`src/rtl/key_hit_arbiter.sv`:
```
// Shared-timer debounce and round-robin arbiter for N raw mole-hit keys.
// Optional OFFER timeout/discard is enabled by defining KEY_HIT_TIMEOUT_EN.
module key_hit_arbiter #(
    parameter int N_KEYS      = 4,
    parameter int SETTLE_CNT  = 2000000,
    parameter int TIMEOUT_CNT = 1000000,
    parameter int CW          = 21
) (
    input  logic                      clk,
    input  logic                      clr,
    input  logic [N_KEYS-1:0]         key,
    input  logic                      hit_ready,
    output logic                      hit_valid,
    output logic [$clog2(N_KEYS)-1:0] hit_idx,
    output logic                      hit_drop,
    output logic                      busy
);

    localparam int IW = $clog2(N_KEYS);

    typedef enum logic [1:0] {IDLE, SETTLE, OFFER} state_t;

    state_t            state;
    logic [N_KEYS-1:0] ks_meta;
    logic [N_KEYS-1:0] ks;
    logic [N_KEYS-1:0] mask;
    logic [N_KEYS-1:0] mask_set;
    logic [N_KEYS-1:0] elig;
    logic [IW-1:0]     cand;
    logic [IW-1:0]     last_grant;
    logic [IW-1:0]     win_idx;
    logic              win_found;
    logic [CW-1:0]     cnt;
    logic              accept;
    logic              drop_now;

    // NOTE: sequential state uses non-blocking assignments so every flop
    // samples the pre-edge value of its neighbours, as real hardware does.
    always_ff @(posedge clk or posedge clr) begin
        if (clr) begin
            ks_meta <= '0;
            ks      <= '0;
        end else begin
            ks_meta <= key;
            ks      <= ks_meta;
        end
    end

    assign elig   = ks & ~mask;
    assign accept = hit_valid & hit_ready;

`ifdef KEY_HIT_TIMEOUT_EN
    // A same-cycle handshake beats the timeout.
    assign drop_now = (state == OFFER) && !hit_ready && (cnt == CW'(TIMEOUT_CNT - 1));
`else
    assign drop_now = 1'b0;
`endif

    // Search starts one past the last granted key and wraps.
    always_comb begin : rr_search
        logic [31:0] rr_pos;
        // NOTE: every variable gets a default first so no path leaves a latch.
        win_found = 1'b0;
        win_idx   = '0;
        rr_pos    = '0;
        for (int k = 1; k <= N_KEYS; k++) begin
            rr_pos = 32'((int'(last_grant) + k) % N_KEYS);
            if (!win_found && elig[rr_pos[IW-1:0]]) begin
                win_found = 1'b1;
                win_idx   = rr_pos[IW-1:0];
            end
        end
    end

    always_comb begin
        mask_set = '0;
        if (state == OFFER && (accept || drop_now))
            mask_set[cand] = 1'b1;
    end

    always_ff @(posedge clk or posedge clr) begin
        if (clr) begin
            state      <= IDLE;
            cand       <= '0;
            cnt        <= '0;
            last_grant <= IW'(N_KEYS - 1);
            mask       <= '0;
            hit_valid  <= 1'b0;
            hit_idx    <= '0;
            hit_drop   <= 1'b0;
            busy       <= 1'b0;
        end else begin
            // A released key unmasks; a finished event masks until release.
            mask     <= (mask & ks) | mask_set;
            hit_drop <= drop_now;
            case (state)
                IDLE: begin
                    if (win_found) begin
                        cand  <= win_idx;
                        cnt   <= '0;
                        state <= SETTLE;
                        busy  <= 1'b1;
                    end
                end
                SETTLE: begin
                    if (!ks[cand]) begin
                        state <= IDLE;
                        busy  <= 1'b0;
                    end else if (cnt == CW'(SETTLE_CNT - 1)) begin
                        state     <= OFFER;
                        hit_valid <= 1'b1;
                        hit_idx   <= cand;
                        cnt       <= '0;
                    end else begin
                        cnt <= cnt + 1'b1;
                    end
                end
                OFFER: begin
                    if (accept || drop_now) begin
                        hit_valid  <= 1'b0;
                        last_grant <= cand;
                        state      <= IDLE;
                        busy       <= 1'b0;
                    end else begin
`ifdef KEY_HIT_TIMEOUT_EN
                        cnt <= cnt + 1'b1;
`endif
                    end
                end
                default: begin
                    state <= IDLE;
                    busy  <= 1'b0;
                end
            endcase
        end
    end

endmodule

```
`config.mk`:
```
export PLATFORM = sky130hd
export DESIGN_NAME = key_hit_arbiter
export DESIGN_NICKNAME = d
export VERILOG_FILES = /design/src/rtl/key_hit_arbiter.sv
export SDC_FILE = /design/constraint.sdc
export NUM_CORES = 1
export LEC_CHECK = 0
export ABC_CLOCK_PERIOD_IN_PS = 2200
export CORE_MARGIN = 4
export CORE_UTILIZATION = 40
export DETAILED_ROUTE_END_ITERATION = 7
export PLACE_DENSITY = 0.64
export RECOVER_POWER = 25
export SLEW_MARGIN = 20
export SYNTH_ARGS = -nofsm -noshare
export SYNTH_HDL_FRONTEND = slang
export SYNTH_SLANG_ARGS = --single-unit
```
`constraint.sdc`:
```
create_clock -name clk -period 2.2 [get_ports clk]
set_input_delay 0.44 -clock clk [delete_from_list [all_inputs] [get_ports clk]]
set_output_delay 0.44 -clock clk [all_outputs]
set_load 0.03 [all_outputs]
```
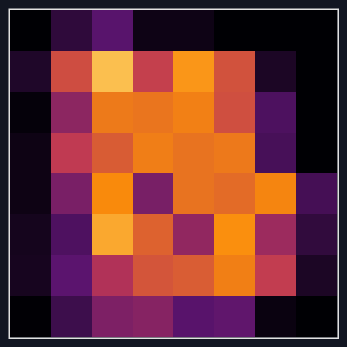
(run_1/cell_density.png)
(4 px per micron) 8 x 8 tiles, from black (low) to pale yellow (high), 0 to 100% covered.
- tiles over 75% full: 6.2%
- nearly empty tiles: 16%
- mean over tiles: 35%
- densest ninth of the die: center
- fullest tile: 86%

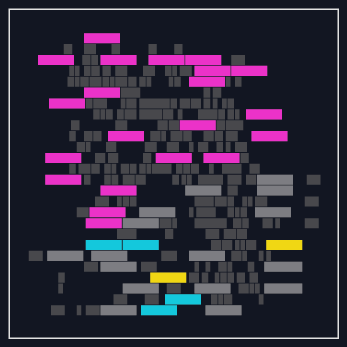
(run_1/flops_by_reg.png)
(4 px per micron)
- yellow: cand (sequential cells 2)
- cyan: ks (sequential cells 4; where south)
- magenta: cnt (sequential cells 21)

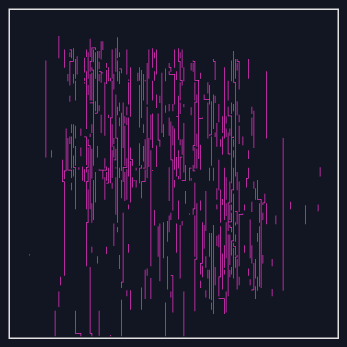
(run_1/layer_met2.png)
(4 px per micron)
- main direction: vertical
- nets with wire on the layer: 199

==> run summary, run 1 <==
Status - finished clean
Bufs w/o clock - 19
Leading cell kind - sequential cells
Number of global-route vias before repair - 1,679
Worst-path maximum fanout - 15
Internal power - 1360 uW
Post-detail-place hpwl - 3.16 mm
Core Util at FP - 41.9%
Setup_tns - 0 ns
CP required - 2.41 ns
Final Slew Violations - 0
Die width - 81.9 microns
Global route overflow - 0
Highest metal used - met4
Endpoints failing setup - 0
TritonCTS clock tree - yes
RSZ-0062 raised after global routing - no
Hold-fix buffers, CTS - 0
Crit path launch - cnt[17]$_DFFE_PP0P_
CP arrival - 2.21 ns
Static leakage - 0.00106 uW
Multiplexer share of the synthesized area - 2.98%
Fmax - 0.499 GHz
CP Launch Type - flop
Clk Latency, worst-skew pair - 0.29 ns
Placed cell count - 291
Top cells, area - dfrtp_1, nand2_1, o21ai_0
Routed WL - 4.61 mm
First-pass GRT wire length - 8.00 mm
Pin count of the biggest net entering global routing - 44
Met3 wire length - 171 microns
Met3 usage - 4.17%
Clock network fraction of design power - 24.5%
==> run_1/power_grid.png <==
(4 px per micron) Pins as bars on the die edge.
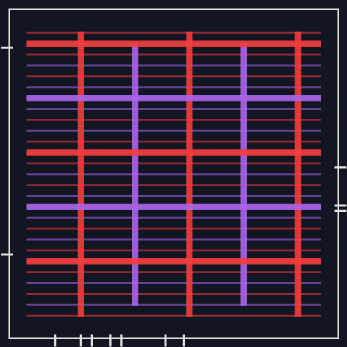

==> run 2, diff against run 1 <==
Settings changed: CORE_UTILIZATION 40 to 59, CTS_CLUSTER_SIZE set to 40, PLACE_DENSITY 0.64 to 0.86.
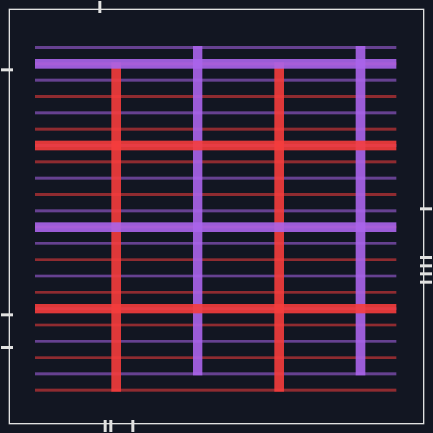
(run_2/power_grid.png)
(6 px per micron) Pins as bars on the die edge.
- red: VSS
- purple: VDD
- signal pins: 12
- met5 straps: 4
- rows: 21

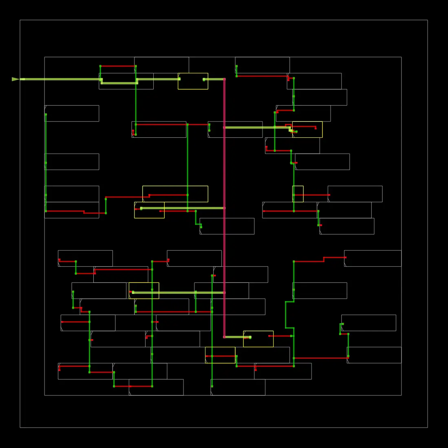
(run_2/clocks.png)
Clock group: 639 uW
Setup Skew: 0.00766 ns
cts bufs inserted: 5

==> run 2 against run 1 <==
Against the previous run: via count up 0.69%; clock power up 21%; register-to-register slack about the same; area after synthesis unchanged; combinational power down 7.1%; first-iteration DRC count up 110%; core utilization up 23 points; fmax up 0.69%; non-clock buffer count down 2; critical path depth unchanged; sequential power about the same; largest power group unchanged; highest routed layer unchanged.
==> run summary, run 2 <==
Status - finished clean
TritonCTS clock tree - yes
Hold-fix buffers, CTS - 0 (unchanged)
RSZ-0062 raised after global routing - no
Routed WL - 4.39 mm (-4.8%)
Leading cell kind - sequential cells
Pin count of the biggest net entering global routing - 44 (unchanged)
Internal power - 1450 uW (+6.3%)
Post-detail-place hpwl - 3.07 mm (-2.8%)
Static leakage - 0.00107 uW (+0.70%)
CP Launch Type - flop
Number of global-route vias before repair - 1,611 (-4.1%)
Core Util at FP - 63.4% (+21 points)
Non-filler instance count after layout - 275
Met3 wire length - 239 microns (+40%)
Bufs w/o clock - 17 (-2)
Design Area, Final - 0.00241 sq mm
Clk Latency, worst-skew pair - 0.30 ns (about the same)
Global route overflow - 0 (unchanged)
Gr busiest metal - met2
Highest metal used - met4
Worst Slack Setup Final - 0.209 ns
Met1 usage - 31.0%
Clk tree area frac - 4.88%
Clock network fraction of design power - 28.8% (+4.3 points)
Top cells, area - dfrtp_1, nand2_1, o21ai_0
Clk buf depth - 2
Multiplexer share of the synthesized area - 2.98% (unchanged)
Crit path launch - cand[0]$_DFFE_PP0P_
Endpoints failing setup - 0 (unchanged)
CP arrival - 2.20 ns (about the same)
Setup_tns - 0 ns (unchanged)
First-pass GRT wire length - 7.53 mm (-5.9%)
AO/OA Area Share - 21.3%
Worst-path maximum fanout - 11 (-4)
Met3 usage - 4.38% (+0.21 points)
==> run_2/cell_density.png <==
(6 px per micron) 7 x 7 tiles, from black (low) to pale yellow (high), 0 to 100% covered.
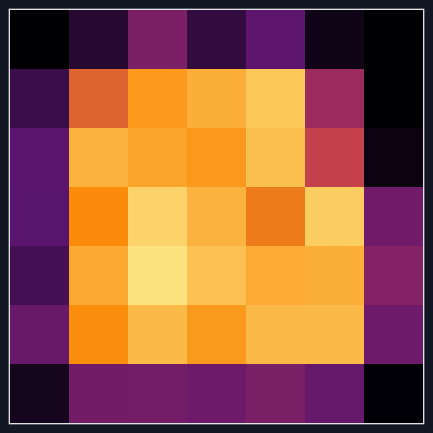

==> run 3, diff against run 2 <==
Settings changed: CELL_PAD_IN_SITES_DETAIL_PLACEMENT set to 0, CELL_PAD_IN_SITES_GLOBAL_PLACEMENT set to 1, CORE_MARGIN 4 to not set, CORE_UTILIZATION 59 to 46, PLACE_DENSITY 0.86 to 0.85.
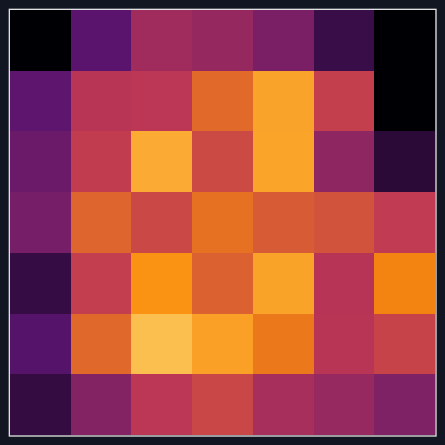
(run_3/cell_density.png)
(6 px per micron) 7 x 7 tiles, from black (low) to pale yellow (high), 0 to 100% covered.
- mean over tiles: 47%
- emptiest ninth of the die: north-east
- tiles over 75% full: 14%
- nearly empty tiles: 6.1%
- fullest tile: 86%

==> run 3 against run 2 <==
Against the previous run: power up 0.27%; clock-buffer cell count down 1; clock skew up 0.0011 ns; fmax down 0.68%; synthesized cell count unchanged; register-to-register slack about the same; clock power down 4.4%; worst setup slack worse by 0.014 ns; highest routed layer unchanged; largest cell class unchanged; area after synthesis unchanged; sequential share of layout area down 0.60 points; worst hold slack better by 0.0017 ns; via count down 1.7%.
==> run summary, run 3 <==
Status - finished clean
Top cells, area - dfrtp_1, nand2_1, o21ai_0
Clock network fraction of design power - 27.4% (-1.4 points)
Crit path launch - cand[0]$_DFFE_PP0P_
Design Area, Final - 0.00244 sq mm (+1.4%)
Setup_tns - 0 ns (unchanged)
Met3 usage - 3.42% (-0.96 points)
AO/OA Area Share - 21.3% (unchanged)
Clock group - 611 uW (-4.4%)
Clk buf depth - 2 (unchanged)
CP Launch Type - flop
First-pass GRT wire length - 7.86 mm (+4.4%)
Number of global-route vias before repair - 1,630 (+1.2%)
Hold-fix buffers, CTS - 0 (unchanged)
Worst-path maximum fanout - 12 (+1)
Non-filler instance count after layout - 285 (+3.6%)
Cts bufs inserted - 5 (unchanged)
CP arrival - 2.19 ns (about the same)
Worst Slack Setup Final - 0.196 ns (-0.0136 ns)
Setup Skew - 0.00876 ns (+0.00111 ns)
Met3 wire length - 228 microns (-4.6%)
TritonCTS clock tree - yes
Bufs w/o clock - 21 (+4)
Global route overflow - 0 (unchanged)
Static leakage - 0.00109 uW (+1.3%)
Routed WL - 4.38 mm (-0.36%)
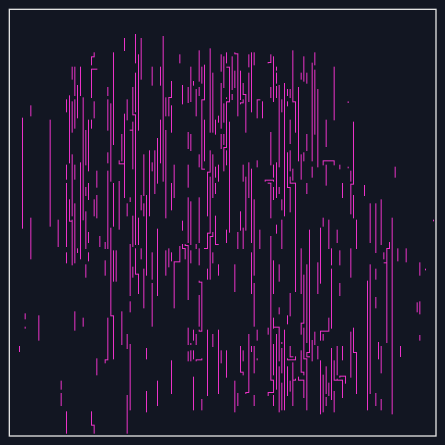
(run_3/layer_met2.png)
(6 px per micron)
- share of all routed wire: 44%
- wire length on this layer: 1,910 microns

Power is estimated from default activity; no workload was simulated.
